[src/rtl/riscv_fetch_align.sv]
// Fetch front end: owns the PC and the imem read port, and aligns mixed RVC/32-bit
// instructions through a one-halfword buffer. Outputs are combinational from state plus rdata.
module riscv_fetch_align #(
   parameter logic [63:0] RESET_VECTOR = 64'h0000_0000_0000_1000
) (
   input  logic        i_riscv_fd_clk,
   input  logic        i_riscv_fd_rst,
   input  logic        i_riscv_fetch_stall,
   input  logic        i_riscv_fetch_redirect,
   input  logic [63:0] i_riscv_fetch_redirect_pc,
   output logic [63:0] o_riscv_fetch_imem_addr,
   input  logic [31:0] i_riscv_fetch_imem_rdata,
   input  logic        i_riscv_fetch_imem_valid,
   output logic [63:0] o_riscv_fd_pc_f,
   output logic [31:0] o_riscv_fd_inst_f,
   output logic [15:0] o_riscv_fd_cinst_f,
   output logic [63:0] o_riscv_fd_pcplus4_f,
   output logic        o_riscv_fd_cillegal_inst_f,
   output logic        o_riscv_fetch_valid
);

   localparam logic [0:0] S_EMPTY = 1'b0;
   localparam logic [0:0] S_HALF  = 1'b1;

   logic [63:0] r_pc;
   logic [15:0] r_buf;
   logic [0:0]  r_state;

   logic [63:0] w_pc_p2;
   logic [63:0] w_pc_p4;
   logic [63:0] w_addr;
   logic        w_need_mem;
   logic        w_present;
   logic        w_rvc;
   logic [15:0] w_half;
   logic [31:0] w_inst32;
   logic [63:0] w_nxt_pc;
   logic [15:0] w_nxt_buf;
   logic [0:0]  w_nxt_state;
   logic        w_adv;
   logic        w_valid;

   assign w_pc_p2 = r_pc + 64'd2;
   assign w_pc_p4 = r_pc + 64'd4;

   always_comb begin
      w_addr      = {r_pc[63:2], 2'b00};
      w_need_mem  = 1'b1;
      w_present   = 1'b1;
      w_rvc       = 1'b0;
      w_half      = 16'h0000;
      w_inst32    = i_riscv_fetch_imem_rdata;
      w_nxt_pc    = r_pc;
      w_nxt_buf   = r_buf;
      w_nxt_state = r_state;
      if (r_state == S_HALF) begin
         // In HALF the buffered half sits at pc (pc[1]=1), so the next word is one up.
         w_addr = {r_pc[63:2] + 62'd1, 2'b00};
         if (r_buf[1:0] != 2'b11) begin
            w_need_mem  = 1'b0;
            w_rvc       = 1'b1;
            w_half      = r_buf;
            w_nxt_pc    = w_pc_p2;
            w_nxt_state = S_EMPTY;
         end else begin
            w_inst32  = {i_riscv_fetch_imem_rdata[15:0], r_buf};
            w_nxt_pc  = w_pc_p4;
            w_nxt_buf = i_riscv_fetch_imem_rdata[31:16];
         end
      end else if (!r_pc[1]) begin
         if (i_riscv_fetch_imem_rdata[1:0] != 2'b11) begin
            w_rvc       = 1'b1;
            w_half      = i_riscv_fetch_imem_rdata[15:0];
            w_nxt_pc    = w_pc_p2;
            w_nxt_buf   = i_riscv_fetch_imem_rdata[31:16];
            w_nxt_state = S_HALF;
         end else begin
            w_nxt_pc = w_pc_p4;
         end
      end else begin
         if (i_riscv_fetch_imem_rdata[17:16] != 2'b11) begin
            w_rvc    = 1'b1;
            w_half   = i_riscv_fetch_imem_rdata[31:16];
            w_nxt_pc = w_pc_p2;
         end else begin
            // Upper half starts a 32-bit instruction: buffer it and emit one bubble.
            w_present   = 1'b0;
            w_nxt_buf   = i_riscv_fetch_imem_rdata[31:16];
            w_nxt_state = S_HALF;
         end
      end
   end

   assign w_adv   = !w_need_mem || i_riscv_fetch_imem_valid;
   assign w_valid = w_present && w_adv;

   assign o_riscv_fetch_imem_addr    = w_addr;
   assign o_riscv_fd_pc_f            = r_pc;
   assign o_riscv_fetch_valid        = w_valid;
   assign o_riscv_fd_inst_f          = !w_valid ? 32'h0 : (w_rvc ? {16'h0, w_half} : w_inst32);
   assign o_riscv_fd_cinst_f         = (w_valid && w_rvc) ? w_half : 16'h0;
   assign o_riscv_fd_cillegal_inst_f = w_valid && w_rvc && (w_half == 16'h0000);
   assign o_riscv_fd_pcplus4_f       = w_rvc ? w_pc_p2 : w_pc_p4;

   always_ff @(posedge i_riscv_fd_clk or posedge i_riscv_fd_rst) begin
      if (i_riscv_fd_rst) begin
         r_pc    <= RESET_VECTOR;
         r_buf   <= 16'h0000;
         r_state <= S_EMPTY;
      end else if (i_riscv_fetch_redirect) begin
         r_pc    <= i_riscv_fetch_redirect_pc & ~64'd1;
         r_buf   <= 16'h0000;
         r_state <= S_EMPTY;
      end else if (!i_riscv_fetch_stall && w_adv) begin
         r_pc    <= w_nxt_pc;
         r_buf   <= w_nxt_buf;
         r_state <= w_nxt_state;
      end
   end

endmodule

[config.mk]
export PLATFORM = sky130hd
export DESIGN_NAME = riscv_fetch_align
export DESIGN_NICKNAME = d
export VERILOG_FILES = /design/src/rtl/riscv_fetch_align.sv
export SDC_FILE = /design/constraint.sdc
export NUM_CORES = 1
export LEC_CHECK = 0
export CAP_MARGIN = 30
export CORE_ASPECT_RATIO = 1.5
export CORE_MARGIN = 4
export CORE_UTILIZATION = 47
export DETAILED_ROUTE_END_ITERATION = 10
export HOLD_SLACK_MARGIN = 0.05
export PLACE_DENSITY = 0.83
export SYNTH_ARGS = -nofsm -noshare
export SYNTH_HDL_FRONTEND = slang
export SYNTH_SLANG_ARGS = --single-unit
[constraint.sdc]
create_clock -name i_riscv_fd_clk -period 5.8 [get_ports i_riscv_fd_clk]
set_input_delay 1.74 -clock i_riscv_fd_clk [delete_from_list [all_inputs] [get_ports i_riscv_fd_clk]]
set_output_delay 1.74 -clock i_riscv_fd_clk [all_outputs]
set_load 0.1 [all_outputs]
Fig. 1: met1 routing
Scale bar: 50 µm.
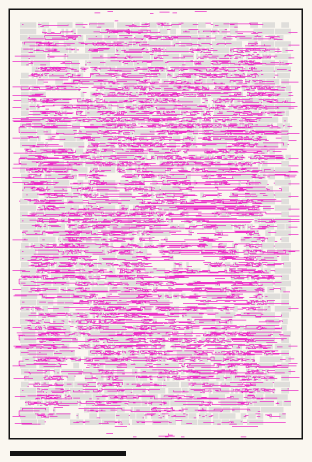
wire length on this layer: 15,900 µm
longest straight run: 39.6 µm
main direction: horizontal

Fig. 2: M2 wires
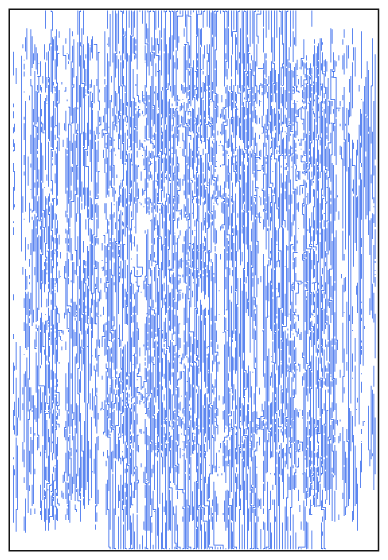
longest straight run: 93.3 µm
wire length on this layer: 25.7 mm
nets with wire on the layer: 1,618

Fig. 3: M3 wires
Scale bar: 50 µm.
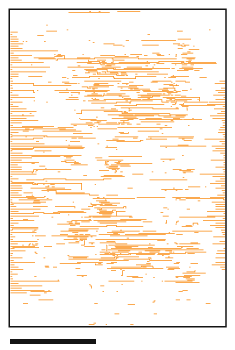
nets with wire on the layer: 477
longest straight run: 55.7 µm

Fig. 4: the metal 4 layer
Scale bar: 50 µm.
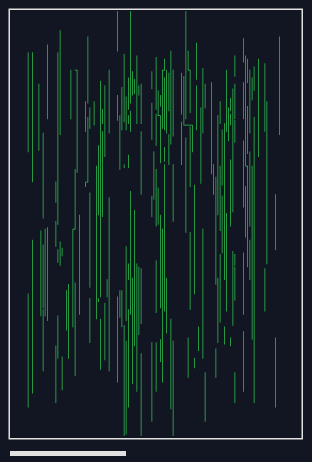
nets with wire on the layer: 137
main direction: vertical
wire length on this layer: 5,030 µm
share of all routed wire: 9.6%
longest straight run: 123 µm

Fig. 5: the clock network
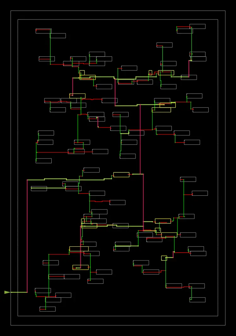
worst skew pair latency: 0.37 ns
Flops: 80

==> impl_metrics.csv <==
group,metric,value,unit
cells_and_area,final_cell_area,15900,µm²
synthesis,synth_top_flop_cell,"dfrtp_1",
worst_setup_path,cp.depth,10,
synthesis,top_cell,"nand2_1",
flow_run,drv_cap,0,
power_and_ir_drop,power_density,352.3,nW/µm²
routing,avgViaCountPerCell,6.756,
worst_setup_path,cp.buffers_inverters,5,
synthesis,avgSynthCellArea,6.917,µm²
sta,worstMarginPinSlew,1.068,ns
synthesis,synth-async-reset-ratio,100.0,%
routing,drc_errors,0,
worst_setup_path,path_cells,"clkdlybuf4s50_1 -> buf_4 -> nand3_1 -> a31oi_2 -> buf_12 -> a21oi_1 -> buf_4 -> nor3_1 -> xor2_2 -> buf_12",
synthesis,yosys.stat.seqShare,20.48,%
cells_and_area,logic_area,7971,µm²
clock_network,cts_buffer_depth,2,
cells_and_area,ff_latch_area,2004,µm²
routing,drtIter0Drc,1767,
placement,place_ws,-0.06553,ns
global_routing,grt_first_pass_wirelength,79050,µm
floorplan,chipArea,23230,µm²
synthesis,ys_cells,1414,
worst_setup_path,arrival,3.98,ns
floorplan,num_rows,64,
cells_and_area,drive_gt1_share,25.59,%
run_status,status,"completed",
worst_setup_path,cp_data_required_time,4.06,ns
sta,finalCritPeriodShare,98.57,%
global_routing,grt_max_degree,53,
synthesis,topCellsByArea,"dfrtp_1, nand2_1, xnor2_1",
routing,wire_per_inst,26.27,µm
global_routing,grt_pass1_vias,13460,
clock_network,cts_made_buffers,9,
cells_and_area,fin_nets,1825,
worst_setup_path,cp_max_fo,14,
sta,setup_violations,0,
worst_setup_path,crit_path_end_kind,"primary output",
sta,worst_slack,0.08295,ns
power_and_ir_drop,p_total,5602,µW
floorplan,die_x,125.8,µm
synthesis,syn_area,9781,µm²
floorplan,initCoreUtil,47.90,%
cells_and_area,areaGrowthSynthToFinish,62.57,%
routing,vias,13500,
global_routing,grt_usage,43.74,%
worst_setup_path,crit_family,"buffers and inverters",
clock_network,clockRootBuffer,"clkbuf_16",
global_routing,grt_overflow,0,
==> layer usage <==
layer	track usage [%]	wire [µm]	vias to the layer above
met5	0	0	-
li1	-	-	5654
met2	76.66	25740	1185
met3	12.50	5818	397
met1	44.10	15890	6263
met4	32.12	5031	0
==> flip-flops by register name, indices dropped and copies added (netlist names) <==
signal / cells
o_riscv_fd_pc_f: 63
r_buf: 16
r_state: 1
==> area by class of cell <==
| cell class | count | area share [%] |
|---|---|---|
| Clock buffer | 9 | 1.416 |
| Multi-Input combinational cell | 1181 | 50.13 |
| Clock inverter | 7 | 0.5981 |
| Tap cell | 264 | 2.077 |
| Sequential cell | 80 | 12.61 |
| Inverter | 13 | 0.3148 |
| Timing Repair Buffer | 437 | 32.74 |
| Antenna cell | 7 | 0.1102 |
==> cell families (layout without fill, tap and decap cells) <==
logic type               after synthesis  after routing  share of synthesized area, %
AND-OR/OR-AND                        363            363                         23.37
AND/OR/NAND/NOR                      647            647                         32.11
buffers and inverters                156            466                         8.699
multiplexers                          19             19                         1.970
other                                  1             11                       0.03834
XOR/XNOR                             146            146                         13.07
adder cells (fa/ha/maj)                2              2                        0.2558
flip-flops                            80             80                         20.48
==> layout by cell type, fill, tap and decap left out, drive strengths merged, types with 17 or more instances in the layout <==
master         instances
nand4                 50
clkdlybuf4s50        165
dfrtp                 79
nor3                  60
buf                  269
xnor2                 89
nand2                234
a22oi                 28
and3                  20
nand3                 44
nor4                  31
a21oi                 93
and2                  20
xor2                  57
mux2i                 17
o21ai                116
nor2                 131
==> where the power goes <==
group,internal (µW),total (µW),switching (µW)
Sequential,638,925,286
Combinational,1150,4020,2860
Clock,379,660,282
==> through the flow <==
stage	TNS [ns]	std cells
finish	0	1998
floorplan	-3.814	1417
global route	-0.02482	1995
global placement	-0.03942	1972
CTS	0	1990
detailed placement	-0.1065	1972
==> worst register-to-register path: stages (launching register included) <==
cell and delay (ns):
dfrtp_2 0.92, and3_1 0.83, a21oi_1 0.13, nor2_1 0.84
a21oi_1 0.21, buf_4 0.28, nor4_1 0.37, a211oi_1 0.08
o21ai_0 0.19
==> final timing paths <==
path | slack, ns | endpoint | from
max in group asynchronous | 3.38 | r_state | i_riscv_fd_rst
min | 0.51 | r_buf[10] | r_buf[10]
max reg2reg | 1.85 | o_riscv_fd_pc_f[36] | r_state
min reg2reg | 0.51 | r_buf[10] | r_buf[10]
min in group asynchronous | 1.55 | r_buf[8] | i_riscv_fd_rst
max | 0.08 | o_riscv_fd_pcplus4_f[39] | i_riscv_fetch_imem_rdata[16]
==> timing repair <==
action / CTS / global route
resized: 2 / 11
endpoints found under the setup margin: 3 / 34
buffers inserted: 2 / 0
pin swaps: 0 / 2
Power and IR drop assume default switching activity.
